$ cat config.mk
export PLATFORM = sky130hd
export DESIGN_NAME = shift_arbiter
export DESIGN_NICKNAME = d
export VERILOG_FILES = /design/src/rtl/shift_pkg.sv /design/src/rtl/shift_unit.sv /design/src/rtl/shift_arbiter.sv
export SDC_FILE = /design/constraint.sdc
export NUM_CORES = 1
export LEC_CHECK = 0
export ABC_CLOCK_PERIOD_IN_PS = 3800
export CORE_MARGIN = 5
export CORE_UTILIZATION = 49
export DETAILED_ROUTE_END_ITERATION = 10
export PLACE_DENSITY = 0.92
export SKIP_LAST_GASP = 1
export SLEW_MARGIN = 15
export SYNTH_ARGS = -nofsm -noshare
export SYNTH_HDL_FRONTEND = slang
export SYNTH_SLANG_ARGS = --single-unit
export TNS_END_PERCENT = 5
$ cat constraint.sdc
create_clock -name clk -period 3.8 [get_ports clk]
set_clock_uncertainty 0.05 [all_clocks]
set_input_delay 1.14 -clock clk [delete_from_list [all_inputs] [get_ports clk]]
set_output_delay 1.14 -clock clk [all_outputs]
set_load 0.005 [all_outputs]
$ cat src/rtl/shift_pkg.sv
// Shared types and constants for the two-requester shift arbiter.
// Contents: data/amount/counter widths, the shift opcode enum, the response
// buffer state enum, the command payload struct and the opcode-to-shift-unit
// control decode used by the top level.
package shift_pkg;

   localparam int unsigned SHIFT_W = 8;
   localparam int unsigned AMT_W   = 3;
   localparam int unsigned N_W     = 4;    // shift-unit amount width, holds 0..8
   localparam int unsigned CNT_W   = 16;

   typedef enum logic [1:0] {
      SRL = 2'b00,
      SRA = 2'b01,
      SLL = 2'b10,
      ROR = 2'b11
   } shift_op_t;

   typedef enum logic {
      BUF_EMPTY = 1'b0,
      BUF_FULL  = 1'b1
   } buf_state_t;

   typedef struct packed {
      shift_op_t          op;
      logic [AMT_W-1:0]   amt;
      logic [SHIFT_W-1:0] data;
   } shift_cmd_t;

   typedef struct packed {
      logic ar;
      logic lr;
      logic rot;
   } shift_ctl_t;

   // Opcode to shift-unit control lines.
   function automatic shift_ctl_t decode_op(input shift_op_t op);
      shift_ctl_t ctl;
      ctl = '{ar: 1'b0, lr: 1'b0, rot: 1'b0};
      unique case (op)
         SRL: ctl = '{ar: 1'b0, lr: 1'b0, rot: 1'b0};
         SRA: ctl = '{ar: 1'b1, lr: 1'b0, rot: 1'b0};
         SLL: ctl = '{ar: 1'b0, lr: 1'b1, rot: 1'b0};
         ROR: ctl = '{ar: 1'b0, lr: 1'b0, rot: 1'b1};
         default: ctl = '{ar: 1'b0, lr: 1'b0, rot: 1'b0};
      endcase
      return ctl;
   endfunction

endpackage

$ cat src/rtl/shift_unit.sv
// Combinational 8-bit shifter built on a 16-bit funnel right-shift of {hi, lo}.
// Ports:
//   i    operand
//   n    shift amount (0..7 from the arbiter)
//   ar   arithmetic right: hi filled with the operand sign bit
//   lr   left shift: {i, 0} funnelled right by 8-n
//   rot  rotate right: {i, i} funnelled right by n
//   y_c  result (combinational)
// With none of ar/lr/rot set the unit performs a logical right shift.
module shift_unit
   import shift_pkg::*;
(
   input  logic [SHIFT_W-1:0] i,
   input  logic [N_W-1:0]     n,
   input  logic               ar,
   input  logic               lr,
   input  logic               rot,
   output logic [SHIFT_W-1:0] y_c
);

   localparam logic [N_W-1:0] N_FULL = N_W'(SHIFT_W);

   logic [SHIFT_W-1:0] hi;
   logic [SHIFT_W-1:0] lo;
   logic [N_W-1:0]     sh;

   // Pick the funnel halves and distance, then keep the low byte.
   always_comb begin
      hi = '0;
      lo = i;
      sh = n;
      if (rot) begin
         hi = i;
      end else if (lr) begin
         // n=0 gives sh=8, which returns the operand unchanged.
         hi = i;
         lo = '0;
         sh = N_FULL - n;
      end else if (ar) begin
         hi = {SHIFT_W{i[SHIFT_W-1]}};
      end
      y_c = SHIFT_W'({hi, lo} >> sh);
   end

endmodule

$ cat src/rtl/shift_arbiter.sv
// Round-robin arbiter sharing one shift unit between two requesters.
// Accepted commands are shifted combinationally and captured in a one-entry
// response buffer tagged with the requester id.
// Ports:
//   clk, rst                 clock, synchronous active-high reset
//   reqN_valid/ready         command handshake for requester N (0/1)
//   reqN_data/amt/op         operand, shift amount, opcode
//   rsp_valid/ready          response buffer handshake
//   rsp_data, rsp_id         shift result and issuing requester
//   grant_cnt0/1             accepted-command counters (wrap at 0xFFFF)
module shift_arbiter
   import shift_pkg::*;
(
   input  logic               clk,
   input  logic               rst,

   input  logic               req0_valid,
   output logic               req0_ready,
   input  logic [SHIFT_W-1:0] req0_data,
   input  logic [AMT_W-1:0]   req0_amt,
   input  shift_op_t          req0_op,

   input  logic               req1_valid,
   output logic               req1_ready,
   input  logic [SHIFT_W-1:0] req1_data,
   input  logic [AMT_W-1:0]   req1_amt,
   input  shift_op_t          req1_op,

   output logic               rsp_valid,
   input  logic               rsp_ready,
   output logic [SHIFT_W-1:0] rsp_data,
   output logic               rsp_id,

   output logic [CNT_W-1:0]   grant_cnt0,
   output logic [CNT_W-1:0]   grant_cnt1
);

   buf_state_t         buf_state;
   logic               last_grant;

   logic               accept;
   logic               grant0;
   logic               grant1;
   logic               hs;
   shift_cmd_t         cmd_sel;
   shift_ctl_t         ctl;
   logic [SHIFT_W-1:0] shift_res_c;

   assign rsp_valid = (buf_state == BUF_FULL);

   // Buffer can take a new command when empty or draining this cycle.
   assign accept = (buf_state == BUF_EMPTY) || rsp_ready;

   // A lone valid requester wins; on a tie the one not granted last wins.
   always_comb begin
      grant0 = 1'b0;
      grant1 = 1'b0;
      if (req0_valid && (!req1_valid || last_grant)) begin
         grant0 = 1'b1;
      end else if (req1_valid) begin
         grant1 = 1'b1;
      end
   end

   assign req0_ready = !rst && accept && grant0;
   assign req1_ready = !rst && accept && grant1;
   assign hs         = req0_ready || req1_ready;

   // Steer the granted command into the shared shifter.
   always_comb begin
      cmd_sel = '{op: req0_op, amt: req0_amt, data: req0_data};
      if (grant1) begin
         cmd_sel = '{op: req1_op, amt: req1_amt, data: req1_data};
      end
      ctl = decode_op(cmd_sel.op);
   end

   shift_unit u_shift_unit (
      .i   (cmd_sel.data),
      .n   (N_W'(cmd_sel.amt)),
      .ar  (ctl.ar),
      .lr  (ctl.lr),
      .rot (ctl.rot),
      .y_c (shift_res_c)
   );

   // Response buffer, round-robin pointer and grant counters.
   always_ff @(posedge clk) begin
      if (rst) begin
         buf_state  <= BUF_EMPTY;
         rsp_data   <= '0;
         rsp_id     <= 1'b0;
         last_grant <= 1'b1;
         grant_cnt0 <= '0;
         grant_cnt1 <= '0;
      end else begin
         if (hs) begin
            // Loads also cover a simultaneous drain: no bubble.
            buf_state  <= BUF_FULL;
            rsp_data   <= shift_res_c;
            rsp_id     <= grant1;
            last_grant <= grant1;
            if (grant1) begin
               grant_cnt1 <= grant_cnt1 + CNT_W'(1);
            end else begin
               grant_cnt0 <= grant_cnt0 + CNT_W'(1);
            end
         end else if (rsp_ready) begin
            buf_state <= BUF_EMPTY;
         end
      end
   end

endmodule

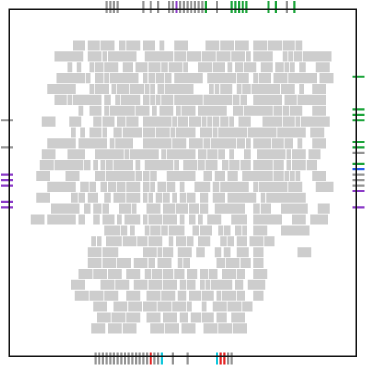
**Above:** pin placement.
(4 px per um) Pins as bars across the die edge, other pins in gray.
[rsp_data] purple | pins: 8 | direction: output | edge: 5 left, 2 right, 1 top
[req1_op] cyan | pins: 2 | direction: input | edge: bottom
[req1_amt] red | pins: 3 | direction: input | edge: bottom
[req0_ready] blue | pins: 1 | direction: output | edge: right
[grant_cnt0] green | pins: 16 | direction: output | edge: 9 top, 7 right
all pins by edge: 28 top, 26 bottom, 14 right, 7 left
Port Buffers: 74
Die X: 86.4 um
Chip Height: 86.4 um

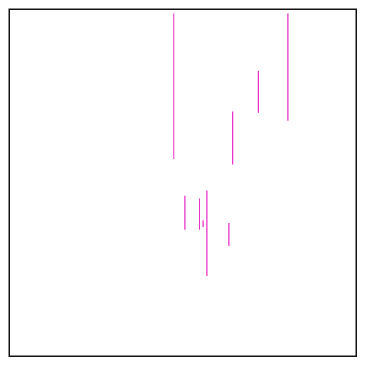
**Above:** signal wires on met4.
(4 px per um)
wire length on this layer: 129 um
nets with wire on the layer: 8
main direction: vertical
final WL: 8280 um
detailed-route via count: 2926

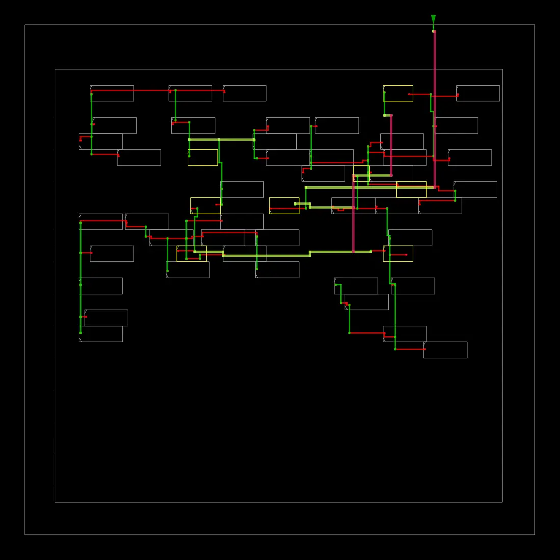
**Above:** the clock network.
clk sink count: 43
Clock Power: 321 uW

==> run summary <==
flow finished, numbers: Seq share, synth 0.301, P_comb between 200 and 300 uW, setup TNS 0 ns, multi-input gates approximately 270, GRT overflow 0, first-pass GRT wire length between 10000 and 15000 um, post-synthesis cell count approximately 340, clock network area share 0.0271, CTS tree yes, Top pwr grp registers, Power Density between 200 and 300 nW/um^2, Synth Area in Adders 0.0131, comb area leader simple AND/OR/NAND/NOR gates, worst skew pair latency around 0.3 ns, vias in the first global route ~2800, status finished clean, met2 Usage GRT 0.394, yosys xor share 0.0858, flop count between 40 and 50, # clk buffers 7, Hold Worst Slack between 0.4 and 0.5 ns, maximum vdd drop 210 uV, Synth-to-Final Area Change 34.0%, Hold Vio Cnt, Final 0, met3 Use GR 0.0561, switch share 0.290, Worst Hold Class flip-flop to flip-flop, # nets final around 460, Slew @ Worst Pin approximately 0.55 ns, Int Pwr 776 uW, unrepaired setup endpoints after global routing no, Yosys Warn Count 0, GR peak layer met2, CTS root buf clkbuf_8, Setup CP Type input port to primary output, inverter count 10, pre-CTS setup slack -0.100 ns, r2r setup slk about 1.3 ns
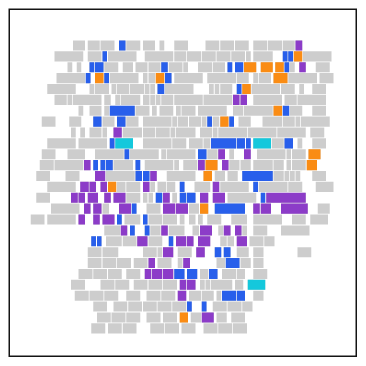
**Above:** logic cells by family.
(4 px per um)
[AND and OR gates] orange | cells: 17 | most used: or3_1
[inverting AOI/OAI gates] purple | cells: 58 | most used: o21ai_0
[adder and majority cells] cyan | cells: 3 | most used: ha_1
[NAND gates] blue | cells: 60 | most used: nand2_1
Commonest Layout Cell: clkdlybuf4s50_1
Comb area share: 0.489
non-filler cells, final: 496

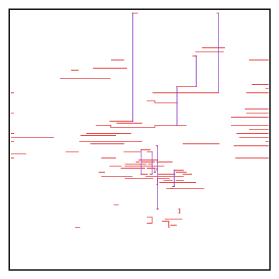
**Above:** wiring by layer.
(3 px per um) Two of the layers only.
[metal 4] purple | wire length: 129 um
[metal 3] red | wire length: 519 um
GRT Resource Usage Total: 0.221
WL per Instance: 16.7 um

Power is estimated from default activity; no workload was simulated.
